==> src/rtl/demux_1n_stream.sv <==
// Registered 1-to-N stream demultiplexer with per-channel one-entry output registers.
// Optional saturating drop counter for out-of-range beats: define DEMUX_DROP_CNT_EN.
module demux_1n_stream #(
   parameter int WIDTH = 8,
   parameter int N     = 8,
   parameter int SEL_W = $clog2(N)
) (
   input  logic               clk,
   input  logic               rst,
   input  logic               in_valid,
   output logic               in_ready,
   input  logic [WIDTH-1:0]   in_data,
   input  logic [SEL_W-1:0]   in_sel,
   input  logic               auto,
   output logic [N-1:0]       out_valid,
   input  logic [N-1:0]       out_ready,
   output logic [N*WIDTH-1:0] out_data,
   output logic [SEL_W-1:0]   ptr,
   output logic [7:0]         drop_cnt
);

   logic [SEL_W-1:0]   tgt;
   logic               in_range;
   logic               accept;
   logic [N-1:0]       load;
   logic [N-1:0]       valid_q;
   logic [N*WIDTH-1:0] data_q;
   logic [SEL_W-1:0]   ptr_q;

   // Out-of-range targets are always accepted so a bad select cannot stall the producer.
   always_comb begin
      tgt      = auto ? ptr_q : in_sel;
      in_range = (32'(tgt) < 32'(N));
      in_ready = 1'b0;
      load     = '0;
      if (!rst) begin
         if (!in_range)
            in_ready = 1'b1;
         else
            in_ready = ~valid_q[tgt] | out_ready[tgt];
         if (in_valid && in_ready && in_range)
            load[tgt] = 1'b1;
      end
      accept = in_valid & in_ready;
   end

   for (genvar k = 0; k < N; k++) begin : g_chan
      always_ff @(posedge clk) begin
         if (rst) begin
            valid_q[k]                 <= 1'b0;
            data_q[k*WIDTH +: WIDTH]   <= '0;
         end else if (load[k]) begin
            valid_q[k]                 <= 1'b1;
            data_q[k*WIDTH +: WIDTH]   <= in_data;
         end else if (out_ready[k]) begin
            valid_q[k]                 <= 1'b0;
         end
      end
   end

   always_ff @(posedge clk) begin
      if (rst)
         ptr_q <= '0;
      else if (accept && in_range && auto)
         ptr_q <= (ptr_q == SEL_W'(N - 1)) ? '0 : ptr_q + 1'b1;
   end

`ifdef DEMUX_DROP_CNT_EN
   logic [7:0] drop_q;

   always_ff @(posedge clk) begin
      if (rst)
         drop_q <= '0;
      else if (accept && !in_range && drop_q != 8'hFF)
         drop_q <= drop_q + 8'd1;
   end

   assign drop_cnt = drop_q;
`else
   assign drop_cnt = '0;
`endif

   assign out_valid = valid_q;
   assign out_data  = data_q;
   assign ptr       = ptr_q;

endmodule

==> config.mk <==
export PLATFORM = sky130hd
export DESIGN_NAME = demux_1n_stream
export DESIGN_NICKNAME = d
export VERILOG_FILES = /design/src/rtl/demux_1n_stream.sv
export SDC_FILE = /design/constraint.sdc
export NUM_CORES = 1
export LEC_CHECK = 0
export ABC_CLOCK_PERIOD_IN_PS = 2800
export CAP_MARGIN = 20
export CORE_AREA = 4 4 89 91
export DETAILED_ROUTE_END_ITERATION = 8
export DIE_AREA = 0 0 93 95
export PLACE_DENSITY = 0.79
export SLEW_MARGIN = 20
export SYNTH_ARGS = -nofsm -noshare
export SYNTH_HDL_FRONTEND = slang
export SYNTH_SLANG_ARGS = --single-unit
==> constraint.sdc <==
create_clock -name clk -period 2.8 [get_ports clk]
set_clock_uncertainty 0.2 [all_clocks]
set_input_delay 0.28 -clock clk [delete_from_list [all_inputs] [get_ports clk]]
set_output_delay 0.28 -clock clk [all_outputs]
set_load 0.005 [all_outputs]
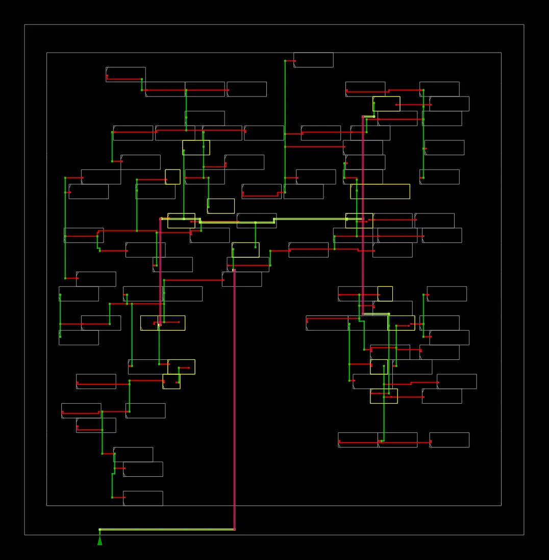
*Clock wiring as the flow saved it*
Clock group: 0.000866 W
seq_cells: 75
Late-Pin Clk Latency: 0.34 ns
CTS buffer count: 9

==> impl_metrics.tcl <==
# metrics dict for downstream scripts
set metrics [dict create \
    net-switching-power_w 0.000596 \
    setup_tns_ns 0 \
    inverters 12 \
    rrSetupSlack_ns 0.45 \
    power_sequential_w 0.00111 \
    hold_viol_final 0 \
    crit_start "ptr[2]$_SDFFE_PP0P_" \
    grt_use_met3_pct 3.75 \
    grt.total_usage_pct 21.1 \
    hold-path-endpoint "out_data[36]$_SDFFE_PP0P_" \
    seq_area_um2 1500 \
    final_nets 482 \
    outcome "complete, no violations" \
    final_cells 561 \
    power_leader "sequential cells" \
    power.total_w 0.00230 \
    cp.arrival_ns 1.95 \
    hold_path_depth 2 \
    crit_path_end_kind "primary output" \
    p_clk_share_pct 37.7 \
    drtAntennaViolNets 0 \
    dp.cells 545 \
    clock_area_share_pct 4.40 \
    p_sw_share_pct 25.9 \
    setup_viol 0 \
    antenna_found_initial 0 \
    coreArea_um2 7140 \
    drt-initial-drc-count 94 \
    tap-cell-count 99 \
    cp.buffers_inverters 3 \
    dr.pass1.iters 5 \
    postCtsSetupBuffers 0 \
    ff2ff_path_depth 9 \
    drc 0 \
    grt_pass1_vias 2819 \
    via_per_inst 5.02 \
    cts_tree "done" \
    most-common-layout-cells "clkdlybuf4s50_1 (94), nand2_1 (73), dfxtp_1 (73)" \
    cts_max_level 3 \
    fin_crit_sh_pct 86.6 \
    crit_slowest_cell "dfxtp_1" \
    grt_first_pass_wirelength_um 14400 \
    ys_cells 330 \
    worst_slew_pin_slew_ns 0.535 \
    finalWeightedCongestion 0.887 \
    fin_util_pct 66.5 \
    final_area_um2 4750 \
    regToRegStartpoint "ptr[2]$_SDFFE_PP0P_" \
    slew_headroom_pct 64.2 \
    chipHeight_um 95 \
    yosysWarningCount 0 \
    path_cells "mux2i_1 > buf_4 > buf_4 > a211o_1 > o211a_2 > nor2_1 > nor2_1 > dlymetal6s2s_1" \
    postSynthAreaPerCell_um2 9.76 \
    synth_seq_share_pct 46.6 \
    numClockSinks 75 \
    gr-usage-met2_pct 35.8 \
    die_w_um 93 \
    signal_buffer_area_fraction_pct 27.4 \
    ctsResizeCount 5 \
    layout-drive-gt1-share_pct 18.0 \
    cts_hold_buf 0 \
    gr-max-usage-layer "met2" \
    cp_top_family "buffers and inverters" \
    buffers_excl_clock 136 \
    dp_hpwl_um 6740 \
    hold_start "out_data[36]$_SDFFE_PP0P_" \
    power_frac_seq_pct 48.4 \
    sh_seq_area_pct 31.7 \
    crit_path_start_kind "register" \
]
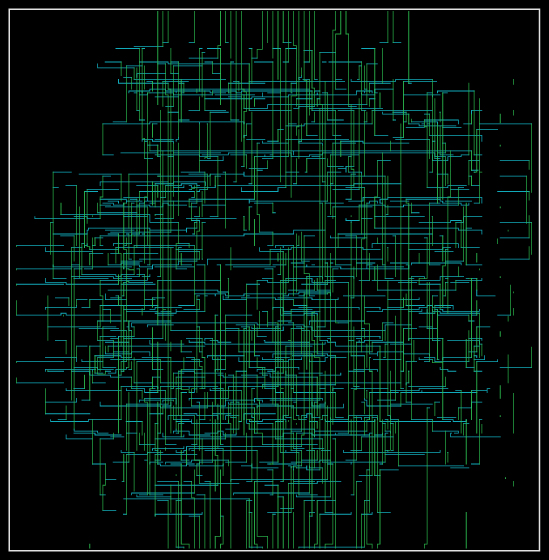
*Routed metal, one color a layer*
Two of the layers only.
| layer | color | wire length |
|---|---|---|
| met2 | green | 4510 um |
| met1 | cyan | 4000 um |

==> layer usage <==
layer | vias up | routed length (um)
met3 | 11 | 448
met5 | - | 0
met4 | 0 | 134
met2 | 82 | 4510
met1 | 1314 | 4000
li1 | 1411 | -
==> logic make-up after synthesis <==
kind of cell               Yosys count  synth area share (%)
adders and majority gates            2                 0.777
DFF                                 75                  46.6
muxes                               62                  19.6
AOI/OAI and AO/OA                   44                  12.5
other                                1                 0.116
buffers and inverters               39                  6.49
and+or+nand+nor                    107                  13.9
==> flip-flops by register name, indices dropped and copies added (netlist names) <==
| signal | cells |
|---|---|
| out_valid | 8 |
| ptr | 3 |
| out_data | 64 |
Power and IR drop assume default switching activity.
